==> config.mk <==
export PLATFORM = sky130hd
export DESIGN_NAME = lsu_ctrl
export DESIGN_NICKNAME = d
export VERILOG_FILES = /design/src/rtl/lsu_pkg.sv /design/src/rtl/lsu_align.sv /design/src/rtl/lsu_ctrl.sv
export SDC_FILE = /design/constraint.sdc
export NUM_CORES = 1
export LEC_CHECK = 0
export CAP_MARGIN = 10
export CELL_PAD_IN_SITES_DETAIL_PLACEMENT = 0
export CELL_PAD_IN_SITES_GLOBAL_PLACEMENT = 2
export CORE_AREA = 2 2 143 145
export CTS_BUF_LIST = sky130_fd_sc_hd__clkbuf_4
export DETAILED_ROUTE_END_ITERATION = 12
export DIE_AREA = 0 0 145 147
export HOLD_SLACK_MARGIN = 0.05
export PLACE_DENSITY_LB_ADDON = 0.1
export SLEW_MARGIN = 0
export SYNTH_ARGS = -nofsm -noshare
export SYNTH_HDL_FRONTEND = slang
export SYNTH_SLANG_ARGS = --single-unit
==> constraint.sdc <==
create_clock -name clk -period 2.95 [get_ports clk]
set_clock_uncertainty 0.05 [all_clocks]
set_input_delay 0.59 -clock clk [delete_from_list [all_inputs] [get_ports clk]]
set_output_delay 0.59 -clock clk [all_outputs]
set_load 0.02 [all_outputs]
==> src/rtl/lsu_pkg.sv <==
`default_nettype none
`timescale 1ns/1ps
// ============================================================================
// Module   : lsu_pkg
// Purpose  : Shared size encodings, FSM states and lane-mask helpers for the LSU.
// Revision : 1.0 - initial release
// ============================================================================
package lsu_pkg;

    localparam logic [1:0] SZ_B = 2'd0;
    localparam logic [1:0] SZ_H = 2'd1;
    localparam logic [1:0] SZ_W = 2'd2;
    localparam logic [1:0] SZ_D = 2'd3;

    typedef enum logic [1:0] {
        ST_IDLE = 2'd0,
        ST_REQ  = 2'd1,
        ST_WAIT = 2'd2,
        ST_RESP = 2'd3
    } lsu_state_e;

    // Lane mask for an access of 2^size bytes starting at byte lane 'offset'.
    function automatic logic [7:0] be_mask(input logic [1:0] size, input logic [2:0] offset);
        logic [7:0] lanes;
        case (size)
            SZ_B:    lanes = 8'h01;
            SZ_H:    lanes = 8'h03;
            SZ_W:    lanes = 8'h0F;
            default: lanes = 8'hFF;
        endcase
        return lanes << offset;
    endfunction

    // Address bits that must be zero for a naturally aligned access.
    function automatic logic [2:0] low_mask(input logic [1:0] size);
        case (size)
            SZ_B:    return 3'b000;
            SZ_H:    return 3'b001;
            SZ_W:    return 3'b011;
            default: return 3'b111;
        endcase
    endfunction

endpackage
`default_nettype wire

==> src/rtl/lsu_align.sv <==
`default_nettype none
`timescale 1ns/1ps
// ============================================================================
// Module   : lsu_align
// Purpose  : Combinational lane steering: byte enables, store shift, load extract.
// Revision : 1.0 - initial release
// ============================================================================
module lsu_align
    import lsu_pkg::*;
#(
    parameter int DATA_WIDTH = 32
) (
    input  logic [1:0]                      i_size,
    input  logic [$clog2(DATA_WIDTH/8)-1:0] i_offset,
    input  logic                            i_unsigned,
    input  logic [DATA_WIDTH-1:0]           i_wdata,
    input  logic [DATA_WIDTH-1:0]           i_rdata,
    output logic [DATA_WIDTH/8-1:0]         o_byte_enable,
    output logic [DATA_WIDTH-1:0]           o_wdata,
    output logic [DATA_WIDTH-1:0]           o_load_data
);

    localparam int c_bytes = DATA_WIDTH / 8;

    logic [DATA_WIDTH-1:0] w_shifted;
    logic [DATA_WIDTH-1:0] w_field_mask;
    logic [DATA_WIDTH-1:0] w_fill;
    logic                  w_sign;

    assign o_byte_enable = c_bytes'(be_mask(i_size, 3'(i_offset)));
    assign o_wdata       = i_wdata << {i_offset, 3'b000};
    assign w_shifted     = i_rdata >> {i_offset, 3'b000};

    always_comb begin
        w_field_mask = '1;
        w_sign       = w_shifted[DATA_WIDTH-1];
        case (i_size)
            SZ_B: begin
                w_field_mask = DATA_WIDTH'(8'hFF);
                w_sign       = w_shifted[7];
            end
            SZ_H: begin
                w_field_mask = DATA_WIDTH'(16'hFFFF);
                w_sign       = w_shifted[15];
            end
            SZ_W: begin
                w_field_mask = DATA_WIDTH'(32'hFFFF_FFFF);
                w_sign       = w_shifted[31];
            end
            default: begin
                w_field_mask = '1;
                w_sign       = w_shifted[DATA_WIDTH-1];
            end
        endcase
    end

    assign w_fill      = i_unsigned ? '0 : {DATA_WIDTH{w_sign}};
    assign o_load_data = (w_shifted & w_field_mask) | (w_fill & ~w_field_mask);

endmodule
`default_nettype wire

==> src/rtl/lsu_ctrl.sv <==
`default_nettype none
`timescale 1ns/1ps
// ============================================================================
// Module   : lsu_ctrl
// Purpose  : Single-outstanding load/store controller between execute and D-cache.
// Revision : 1.0 - initial release
// ============================================================================
module lsu_ctrl
    import lsu_pkg::*;
#(
    parameter int DATA_WIDTH     = 32,
    parameter int ADDR_WIDTH     = 32,
    parameter int TIMEOUT_CYCLES = 255
) (
    input  logic                    clk,
    input  logic                    rst,
    input  logic                    mem_req,
    output logic                    mem_ready,
    input  logic                    mem_we,
    input  logic [1:0]              mem_size,
    input  logic                    mem_unsigned,
    input  logic [ADDR_WIDTH-1:0]   mem_addr,
    input  logic [DATA_WIDTH-1:0]   mem_wdata,
    output logic                    mem_valid,
    output logic                    mem_misaligned,
    output logic                    mem_timeout,
    output logic [DATA_WIDTH-1:0]   result_data,
    output logic                    data_req,
    input  logic                    data_gnt,
    output logic [ADDR_WIDTH-1:0]   data_addr,
    output logic                    data_we,
    output logic [DATA_WIDTH/8-1:0] byte_enable,
    output logic [DATA_WIDTH-1:0]   wdata,
    input  logic                    data_valid,
    input  logic [DATA_WIDTH-1:0]   rdata
);

    localparam int c_bytes = DATA_WIDTH / 8;
    localparam int c_ofs   = $clog2(c_bytes);
    localparam int c_cnt_w = (TIMEOUT_CYCLES > 0) ? $clog2(TIMEOUT_CYCLES + 1) : 1;

    lsu_state_e r_state, w_next;

    logic                     r_we;
    logic [1:0]               r_size;
    logic                     r_unsigned;
    logic [ADDR_WIDTH-1:c_ofs] r_addr_hi;
    logic [c_ofs-1:0]         r_offset;
    logic [DATA_WIDTH-1:0]    r_wdata;
    logic [c_cnt_w-1:0]       r_cnt;
    logic                     r_misaligned;
    logic                     r_timeout;
    logic [DATA_WIDTH-1:0]    r_result;

    logic                     w_accept;
    logic                     w_err;
    logic                     w_active;
    logic                     w_to_hit;
    logic                     w_take;
    logic                     w_to;
    logic [c_bytes-1:0]       w_be;
    logic [DATA_WIDTH-1:0]    w_wdata;
    logic [DATA_WIDTH-1:0]    w_load;

    assign mem_ready = (r_state == ST_IDLE) || (r_state == ST_RESP);
    assign w_accept  = mem_req && mem_ready;
    assign w_active  = (r_state == ST_REQ) || (r_state == ST_WAIT);

    // Doubleword accesses only exist on a 64-bit bus; otherwise they fault like misalignment.
    assign w_err = (|(mem_addr[2:0] & low_mask(mem_size))) ||
                   ((mem_size == SZ_D) && (c_bytes < 8));

    assign w_to_hit = (TIMEOUT_CYCLES != 0) && (r_cnt == c_cnt_w'(TIMEOUT_CYCLES));

    always_comb begin
        w_next = r_state;
        w_take = 1'b0;
        w_to   = 1'b0;
        case (r_state)
            ST_IDLE, ST_RESP: begin
                if (w_accept) begin
                    w_next = w_err ? ST_RESP : ST_REQ;
                end else begin
                    w_next = ST_IDLE;
                end
            end
            ST_REQ: begin
                if (data_gnt && data_valid) begin
                    w_next = ST_RESP;
                    w_take = 1'b1;
                end else if (w_to_hit) begin
                    w_next = ST_RESP;
                    w_to   = 1'b1;
                end else if (data_gnt) begin
                    w_next = ST_WAIT;
                end
            end
            ST_WAIT: begin
                if (data_valid) begin
                    w_next = ST_RESP;
                    w_take = 1'b1;
                end else if (w_to_hit) begin
                    w_next = ST_RESP;
                    w_to   = 1'b1;
                end
            end
            default: w_next = ST_IDLE;
        endcase
    end

    always_ff @(posedge clk or negedge rst) begin
        if (!rst) begin
            r_state <= ST_IDLE;
        end else begin
            r_state <= w_next;
        end
    end

    // Completion flags and load data are only non-zero on the cycle entering RESP.
    always_ff @(posedge clk or negedge rst) begin
        if (!rst) begin
            r_we         <= 1'b0;
            r_size       <= SZ_B;
            r_unsigned   <= 1'b0;
            r_addr_hi    <= '0;
            r_offset     <= '0;
            r_wdata      <= '0;
            r_cnt        <= '0;
            r_misaligned <= 1'b0;
            r_timeout    <= 1'b0;
            r_result     <= '0;
        end else begin
            r_misaligned <= w_accept && w_err;
            r_timeout    <= w_to;
            r_result     <= (w_take && !r_we) ? w_load : '0;
            if (w_accept) begin
                r_we       <= mem_we;
                r_size     <= mem_size;
                r_unsigned <= mem_unsigned;
                r_addr_hi  <= mem_addr[ADDR_WIDTH-1:c_ofs];
                r_offset   <= mem_addr[c_ofs-1:0];
                r_wdata    <= mem_wdata;
                r_cnt      <= '0;
            end else if (w_active) begin
                r_cnt <= r_cnt + c_cnt_w'(1);
            end
        end
    end

    lsu_align #(
        .DATA_WIDTH (DATA_WIDTH)
    ) u_align (
        .i_size        (r_size),
        .i_offset      (r_offset),
        .i_unsigned    (r_unsigned),
        .i_wdata       (r_wdata),
        .i_rdata       (rdata),
        .o_byte_enable (w_be),
        .o_wdata       (w_wdata),
        .o_load_data   (w_load)
    );

    assign mem_valid      = (r_state == ST_RESP);
    assign mem_misaligned = r_misaligned;
    assign mem_timeout    = r_timeout;
    assign result_data    = r_result;
    assign data_req       = (r_state == ST_REQ);
    assign data_addr      = {r_addr_hi, {c_ofs{1'b0}}};
    assign data_we        = r_we && w_active;
    assign byte_enable    = w_active ? w_be : '0;
    assign wdata          = w_active ? w_wdata : '0;

endmodule
`default_nettype wire

==> impl_report.txt, run 1 <==
FLOW METRICS REPORT
----------------------------------------------------
[Status]
  Status ........................ complete, no violations

[Detailed routing]
  Vias/cell ........................ 4.55
  Number of design-rule violations left by the first detailed-router iteration ........................ 209
  Final routed DRC violation total ........................ 0
  Final ANT Viol Nets ........................ 0
  Number of search-and-repair iterations in the first detailed-routing pass ........................ 5

[CTS]
  TritonCTS clock tree ........................ built
  Source-to-sink clock delay at the later pin of the worst-skew pair ........................ 0.47 ns
  Library cell used as clock root buffer ........................ clkbuf_4
  Post-CTS clock slew at the launch and capture registers of the worst setup and hold paths ........................ 0.18 ns
  Clk sinks ........................ 112
  H-tree lvl count ........................ 3
  Max Buffers Root-to-Sink ........................ 2

[Timing]
  Worst slew pin tran ........................ 0.700 ns
  Final Max Tran Viols ........................ 0
  Tmin final ........................ 2.87 ns
  Tightest slew margin relative to the limit ........................ 53.2%
  Hold Vio Cnt, Final ........................ 0
  Total of endpoints with negative setup slack in the final report ........................ 0
  Final worst slack ........................ 0.0825 ns
  Fmax ........................ 0.349 GHz

[Yosys]
  Share of cell area taken by muxes after synthesis ........................ 21.1%
  Register share after synthesis ........................ 53.2%
  Asr flop ratio synth ........................ 100%
  Most used flip-flop cell ........................ dfrtp_1
  Distinct lib cells ........................ 42
  Area share of fa/ha/maj cells after synthesis ........................ 0.951%
  Main combinational cell family by area after synthesis ........................ multiplexers
  Ys cells ........................ 450
  Synthesized cell area ........................ 5260 sq um
  EDFF count, synth ........................ 0
  Flop and latch count out of synthesis ........................ 112
  Post-Synthesis Cells ........................ 450
  Simple-Gate Fraction of Synth Area ........................ 9.96%
  Synthesis area per yosys ........................ 5260 sq um

[Layout]
  Nets@finish ........................ 777
  Total non-filler cell area in the finished layout ........................ 7880 sq um
  Count of non-filler cells in the finished layout ........................ 945
  Layout overhead on the synthesized area ........................ 49.8%
  Layout cell share with drive strength beyond 1 ........................ 20.5%
  Most used cells in the layout excluding fill and tap cells ........................ clkdlybuf4s50_1, dfrtp_1, mux2_2

[Die]
  Row count ........................ 52
  Pre-Place Util ........................ 26.5%
  Chip footprint ........................ 21300 sq um
  Die Y ........................ 147 um
  Standard cell core area ........................ 19800 sq um
  Chip Width ........................ 145 um

[Pwr]
  Power per unit of standard cell area ........................ 1080 nW/um^2
  Leakage power summed over all cells ........................ 3.48 nW
  Sequential power share ........................ 29.8%
  Net Sw Power ........................ 3.73 mW
  Clock network power share ........................ 9.8%
  Sw Share ........................ 43.8%
  Part of the total power dissipated in combinational logic ........................ 60.4%
  Worst vdd ir ........................ 0.462 mV
  Total power of the final layout ........................ 8.50 mW
  Int Power ........................ 4.78 mW

[Placed design]
  Buffers on Ports ........................ 208
  Number of cells in the design after placement ........................ 916
  HPWL reported at the end of detailed placement ........................ 12500 um
  Routability Congestion ........................ 0.724
  Placed standard-cell area ........................ 7720 sq um
  Setup slack after placement ........................ 0.246 ns

[Worst setup path]
  Top fanout value on the critical path ........................ 6
  Element type at the critical path end ........................ output port
  Reg-to-Reg End ........................ result_data[22]$_DFF_PN0_
  Critical path required time ........................ 2.31 ns
  Worst flop-to-flop path startpoint ........................ r_offset[1]$_DFFE_PN0N_
  Arrival @ worst endpoint ........................ 2.23 ns
  Type of the worst setup path ........................ reg2out
  Worst Reg2Reg Path Length in Cells ........................ 6
  CP Launch Type ........................ register
  Worst Setup EP ........................ wdata[29]

[Global routing]
  Vias in the first global route ........................ 4566
  Global-route wire length before repair ........................ 26500 um
  Leftover overflow at the end of global routing ........................ 0
  Pin count of the biggest net entering global routing ........................ 52
  Initial antenna violation count ........................ 2

[Flow run]
  Maximum capacitance violations ........................ 0
  Tool warnings ........................ 29

[Min path]
  Kind of path behind the tightest hold check ........................ reg2reg

----------------------------------------------------
-- run 1: worst min-delay path by stage --
stage | startpoint | end | cells past startpoint
floorplan | rst | mem_misaligned$_DFF_PN0_ | 0
global placement | r_cnt[6]$_DFFE_PN0P_ | r_cnt[6]$_DFFE_PN0P_ | 1
detailed placement | r_cnt[6]$_DFFE_PN0P_ | r_cnt[6]$_DFFE_PN0P_ | 1
CTS | r_cnt[6]$_DFFE_PN0P_ | r_cnt[6]$_DFFE_PN0P_ | 1
global route | r_cnt[6]$_DFFE_PN0P_ | r_cnt[6]$_DFFE_PN0P_ | 1
finish | r_cnt[6]$_DFFE_PN0P_ | r_cnt[6]$_DFFE_PN0P_ | 1
-- run 1: what timing repair did --
item | 4_1_cts | 5_1_grt
gates resized | 47 | 29
setup endpoints to repair | 37 | 19
hold buffers | 1 | 0
endpoints found under the hold margin | 27 | 0
pin swaps | 0 | 0
setup buffers | 6 | 4
-- run 1: power by group through the flow --
stage	combinational [mW]	clock, mW	sequential, mW
global route	5.56	0.941	2.61
global placement	5.21	0	2.64
CTS	5.18	0.877	2.56
detailed placement	5.23	0	2.66
floorplan	2.81	0	2.76
finish	5.14	0.832	2.53
-- run 1: synthesized netlist by cell type (all sizes together) (9+ instances only) --
library cell	number	area, sq um
mux2	68	766
mux2i	32	320
a211oi	38	285
clkbuf	21	78.8
o21ai	17	85.1
buf	11	71.3
and2	9	56.3
a21o	10	75.1
nor2	50	190
a21oi	11	55.1
nor2b	18	113
dfrtp	112	2800
nand2	9	33.8
-- run 1: state kept, by name, summed over array words and instances, names as in the netlist --
name,cells
mem_misaligned,1
mem_timeout,1
r_addr_hi,30
r_unsigned,1
r_size,2
r_offset,2
r_we,1
r_cnt,8
result_data,32
r_wdata,32
r_state,2
-- run 1: area by class of cell --
| cell class | instances | area (sq um) |
|---|---|---|
| clock inverter | 7 | 78.8 |
| multi-input combinational | 303 | 2320 |
| fill | 1964 | 12000 |
| timing repair buffer | 238 | 2250 |
| inverter | 4 | 15.0 |
| tap | 270 | 338 |
| clock buffer | 9 | 67.6 |
| sequential | 112 | 2810 |
| antenna | 2 | 5.00 |
-- run 1: cells by family after synthesis --
family          after synthesis
compound gates               89
xor+xnor                      1
fa+ha+maj                     4
buf+inv                      36
flops                       112
mux                         101
other cells                   1
simple gates                106
-- run 1: through the flow --
stage          hold slack [ns]  TNS (ns)  utilization, %
2_1_floorplan            0.244         0               -
3_3_place_gp             0.421         0            38.9
3_5_place_dp             0.439         0            38.9
4_1_cts                  0.460         0            39.8
5_1_grt                  0.479   -0.0468            39.7
6_report                 0.460         0            39.7
-- run 1: layer usage --
metal | part of all wire [%] | wire (um) | track usage [%] | vias up
met4 | 1.6 | 274 | 5.20 | 0
met1 | 45 | 7560 | 20.6 | 2091
li1 | - | - | - | 2047
met3 | 5.9 | 999 | 4.44 | 14
met5 | 0 | 0 | 0 | -
met2 | 48 | 8040 | 25.8 | 150
-- run 1: worst max-delay path, stage by stage, from the launching register on --
cell and delay, ns:
dfrtp_4 0.56, clkbuf_4 0.20, buf_4 0.16, mux2i_1 0.13, a211oi_1 0.33, dlygate4sd2_1 0.38
**Run 1: where the registers sit**

Bar = 50 um. Other sequential cells in the stronger grey, the rest of the logic in the fainter grey.
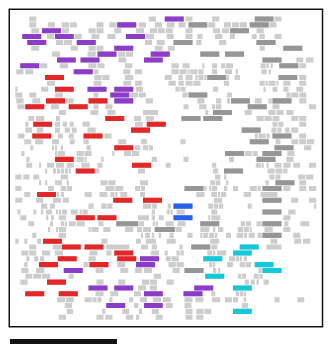
| colour | signal | placed flops |
|---|---|---|
| cyan | r_cnt | 8 |
| red | r_wdata | 32 |
| blue | r_size | 2 |
| purple | r_addr_hi | 30 |

**Run 1: gate-type map**

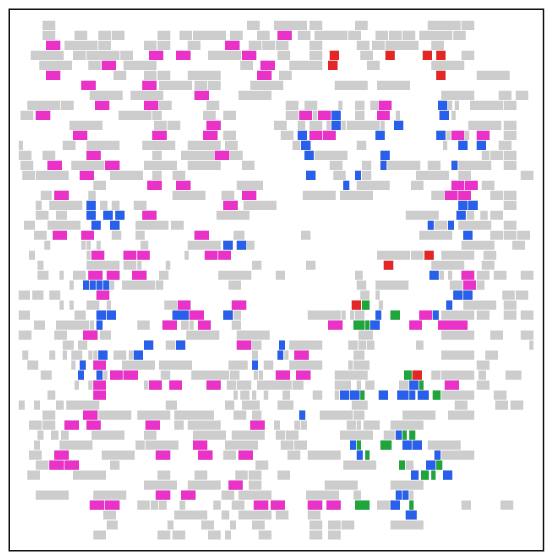
| colour | family | cells |
|---|---|---|
| green | nand cells | 19 |
| magenta | mux cells | 101 |
| blue | aoi and oai cells | 79 |
| red | non-inverting ao/oa cells | 10 |
multi-input logic portion of the cell area: 29.4%
highest-count logic cell in the final layout: clkdlybuf4s50_1

**Run 1: routed metal, one colour a layer**

Two of the layers only.
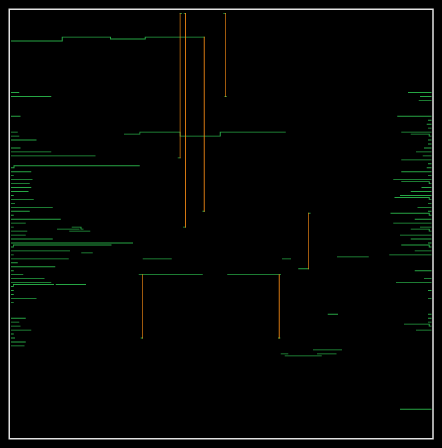
| colour | layer | wire length |
|---|---|---|
| green | M3 | 1000 um |
| orange | M4 | 274 um |
Avg WL per Cell: 17.9 um
global routing usage summed across all routing layers: 15.9%
drt total wl: 16900 um
Via Count: 4302

**Run 1: routing congestion**

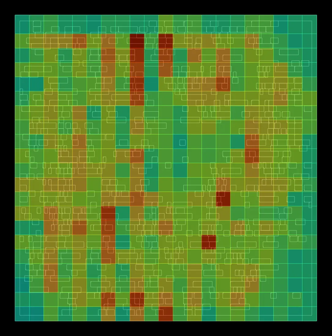

==> run 2: changes to the inputs <==
--- a/config.mk
+++ b/config.mk
@@ -12,9 +12,10 @@
 export CTS_BUF_LIST = sky130_fd_sc_hd__clkbuf_4
 export DETAILED_ROUTE_END_ITERATION = 12
 export DIE_AREA = 0 0 145 147
+export GPL_TIMING_DRIVEN = 0
 export HOLD_SLACK_MARGIN = 0.05
 export PLACE_DENSITY_LB_ADDON = 0.1
-export SLEW_MARGIN = 0
+export SLEW_MARGIN = 20
 export SYNTH_ARGS = -nofsm -noshare
 export SYNTH_HDL_FRONTEND = slang
 export SYNTH_SLANG_ARGS = --single-unit
**Run 2: routing congestion**

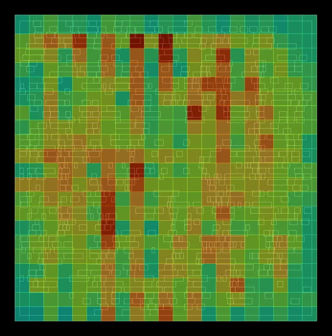
final core area utilization: 39.9%
Avg WL per Cell: 19.1 um
met1 Resource Use GR: 22.5%
global routing usage summed across all routing layers: 17.3%

**Run 2: where the registers sit**

Bar = 50 um. Other sequential cells in the stronger grey, the rest of the logic in the fainter grey.
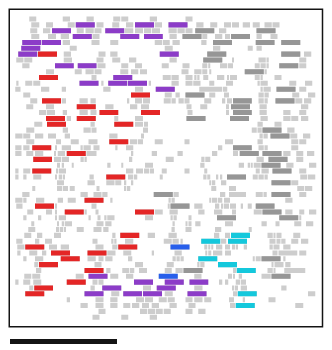
power of the sequential group: 2.49 mW
share of cell area taken by flip-flops and latches: 35.4%

**Run 2: routed metal, one colour a layer**

Two of the layers only.
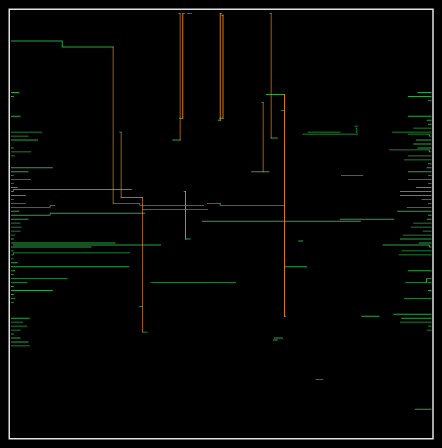
| colour | layer | wire length |
|---|---|---|
| orange | M4 | 433 um |
| green | M3 | 1110 um |
drt total wl: 18200 um
Via Count: 4412

==> run 2 against run 1 <==
  * Clock-buffer cell count unchanged
  * Register-to-register slack improved by 0.10 ns
  * Flip-flop count unchanged
  * Global-route usage increased by 1.4 points
  * Setup slack improved by 0.034 ns
  * Die area unchanged
  * Combinational power increased by 5.1%
  * Sequential share of layout area decreased by 0.27 points
  * Non-clock buffer count increased by 10
  * Maximum frequency increased by 1.2%
  * Via count increased by 2.6%
==> impl_report.txt, run 2 <==
FLOW METRICS REPORT
----------------------------------------------------
[Status]
  Status ........................ complete, no violations

[Pwr]
  Sequential power share ........................ 28.5%
  Sw Share ........................ 44.8%
  Net Sw Power ........................ 3.91 mW
  Power per unit of standard cell area ........................ 1100 nW/um^2
  Clock network power share ........................ 9.6%
  Leakage power summed over all cells ........................ 3.46 nW
  Total power of the final layout ........................ 8.73 mW
  Part of the total power dissipated in combinational logic ........................ 61.9%

[Die]
  Chip Width ........................ 145 um
  Die Y ........................ 147 um
  Pre-Place Util ........................ 26.5%
  Row count ........................ 52
  Chip footprint ........................ 21300 sq um
  Standard cell core area ........................ 19800 sq um

[Yosys]
  Simple-Gate Fraction of Synth Area ........................ 9.96%
  Synthesis area per yosys ........................ 5260 sq um
  Area share of fa/ha/maj cells after synthesis ........................ 0.951%
  Share of cell area taken by muxes after synthesis ........................ 21.1%
  Leading cell types by total area after synthesis ........................ dfrtp_1, mux2_2, mux2i_1
  Most area-hungry cell type in the Yosys netlist ........................ dfrtp_1
  Most used flip-flop cell ........................ dfrtp_1
  Post-Synthesis Cells ........................ 450
  Cell with the most instances after synthesis ........................ dfrtp_1
  Ys cells ........................ 450
  Main combinational cell family by area after synthesis ........................ multiplexers
  Register share after synthesis ........................ 53.2%
  Ranking of synthesized cells by instance count ........................ dfrtp_1, mux2_2, nor2_1, a211oi_1, mux2i_1
  Distinct lib cells ........................ 42
  Asr flop ratio synth ........................ 100%
  Fraction of post-synthesis cell area in the top cell type by area ........................ 53.2%

[Timing]
  Final TNS setup ........................ 0 ns
  Worst slew pin tran ........................ 0.713 ns
  Hold Vio Cnt, Final ........................ 0
  Tightest slew margin relative to the limit ........................ 52.3%
  Final Hold Slack ........................ 0.438 ns
  Total of endpoints with negative setup slack in the final report ........................ 0
  Fmax ........................ 0.353 GHz

[Worst setup path]
  Slowest Stage Delay on Critical Path ........................ 0.41 ns
  Worst Reg2Reg Path Length in Cells ........................ 6
  Cell chain of the critical path ........................ inv_1, ha_4, or2_4, nor2_4, buf_4, and2_1, clkdlybuf4s15_2
  Beginning of the critical path ........................ r_state[0]$_DFFE_PN0P_
  Number of logic stages on the critical path including buffering ........................ 7
  Arrival @ worst endpoint ........................ 2.19 ns
  Element type at the critical path end ........................ output port
  Type of the worst setup path ........................ reg2out
  Number of buffer and inverter stages on the critical path ........................ 3
  Top fanout value on the critical path ........................ 9
  Critical path required time ........................ 2.31 ns
  Family of cells with the greatest summed delay on the critical path ........................ simple AND/OR/NAND/NOR gates
  CP Launch Type ........................ register
  Worst Setup EP ........................ wdata[6]
  Library cell contributing the largest single delay on the critical path ........................ dfrtp_1
  Reg-to-Reg End ........................ result_data[31]$_DFF_PN0_

[Layout]
  Nets@finish ........................ 788
  Total non-filler cell area in the finished layout ........................ 7930 sq um
  Layout overhead on the synthesized area ........................ 50.6%
  Number of inserted filler cells in the final layout ........................ 1966
  Most used cells in the layout excluding fill and tap cells ........................ clkdlybuf4s50_1, dfrtp_1, mux2_2
  Layout cell share with drive strength beyond 1 ........................ 21.9%

[Detailed routing]
  Final ANT Viol Nets ........................ 0
  Number of design-rule violations left by the first detailed-router iteration ........................ 168
  Number of search-and-repair iterations in the first detailed-routing pass ........................ 4
  Final routed DRC violation total ........................ 0

[Global routing]
  Pin count of the biggest net entering global routing ........................ 75
  Vias in the first global route ........................ 4874
  Initial antenna violation count ........................ 1
  Leftover overflow at the end of global routing ........................ 0
  Global-route wire length before repair ........................ 28300 um

[Flow run]
  Tool warnings ........................ 29
  Maximum capacitance violations ........................ 0

[CTS]
  Clk sinks ........................ 112
  TritonCTS clock tree ........................ built
  Library cell used as clock root buffer ........................ clkbuf_4
  Post-CTS clock slew at the launch and capture registers of the worst setup and hold paths ........................ 0.17 ns
  Source-to-sink clock delay at the later pin of the worst-skew pair ........................ 0.49 ns
  H-tree lvl count ........................ 3
  Max Buffers Root-to-Sink ........................ 2

[Placed design]
  Routability Congestion ........................ 0.766
  Placed standard-cell area ........................ 7720 sq um
  HPWL reported at the end of detailed placement ........................ 13600 um
  Buffers on Ports ........................ 208

[Min path]
  Depth of the worst hold-timing path ........................ 1
  Kind of path behind the tightest hold check ........................ reg2reg

----------------------------------------------------
[run 2: cell counts after synthesis]
No cell type changed its count.
[run 2: worst min path at each step]
stage / startpoint / to / slack [ns]
2_1_floorplan: rst / mem_misaligned$_DFF_PN0_ / 0.24
3_3_place_gp: r_cnt[6]$_DFFE_PN0P_ / r_cnt[6]$_DFFE_PN0P_ / 0.41
3_5_place_dp: r_cnt[6]$_DFFE_PN0P_ / r_cnt[6]$_DFFE_PN0P_ / 0.42
4_1_cts: r_cnt[6]$_DFFE_PN0P_ / r_cnt[6]$_DFFE_PN0P_ / 0.45
5_1_grt: r_cnt[6]$_DFFE_PN0P_ / r_cnt[6]$_DFFE_PN0P_ / 0.46
6_report: r_cnt[6]$_DFFE_PN0P_ / r_cnt[6]$_DFFE_PN0P_ / 0.44
[run 2: through the flow]
step                setup slack, ns  cells  utilization, %
floorplan                    0.0869    451               -
global placement              -3.36    929            38.7
detailed placement           -0.671    930            38.9
CTS                        -0.00293    952            40.1
global route               -0.00103    955            39.9
finish                        0.116    955            39.9
[run 2: logic make-up (layout without fill, tap and decap cells)]
kind of cell / after synthesis / in the layout
AOI/OAI and AO/OA: 89 / 89
other: 1 / 3
and+or+nand+nor: 106 / 107
buffers and inverters: 36 / 268
DFF: 112 / 112
adders and majority gates: 4 / 4
muxes: 101 / 101
xor gates and xnor gates: 1 / 1
[run 2: power groups by stage]
stage	registers [mW]	clock network [mW]	logic, mW
3_5_place_dp	2.54	0	5.43
4_1_cts	2.49	0.875	5.47
2_1_floorplan	2.76	0	2.81
6_report	2.49	0.835	5.40
3_3_place_gp	2.51	0	5.40
5_1_grt	2.58	0.927	5.84
[run 2: metal layers]
| layer | up-vias | GRT usage, % | routed length, um |
|---|---|---|---|
| met1 | 2166 | 22.5 | 8120 |
| met2 | 157 | 28.6 | 8560 |
| met4 | 0 | 6.19 | 433 |
| met3 | 27 | 3.82 | 1110 |
| li1 | 2062 | - | - |
| met5 | - | 0 | 0 |
[run 2: timing repair]
item | CTS | global route
endpoints found under the hold margin | 38 | 0
gates cloned | 1 | 0
setup buffers | 6 | 2
gates resized | 91 | 44
endpoints found under the setup margin | 37 | 30
pin swaps | 2 | 1
hold buffers | 1 | 0
[run 2: cell type report]
| cell class | instances | area, sq um | area share [%] |
|---|---|---|---|
| Antenna cell | 1 | 2.50 | 0.0316 |
| Buffer | 30 | 195 | 2.46 |
| Clock buffer | 9 | 67.6 | 0.852 |
| Clock inverter | 7 | 78.8 | 0.994 |
| Inverter | 4 | 15.0 | 0.189 |
| Multi-Input combinational cell | 304 | 2340 | 29.5 |
| Sequential cell | 112 | 2800 | 35.4 |
| Tap cell | 270 | 338 | 4.26 |
| Timing Repair Buffer | 218 | 2090 | 26.3 |
No activity file was given, so power comes from the tool's default toggle rates.
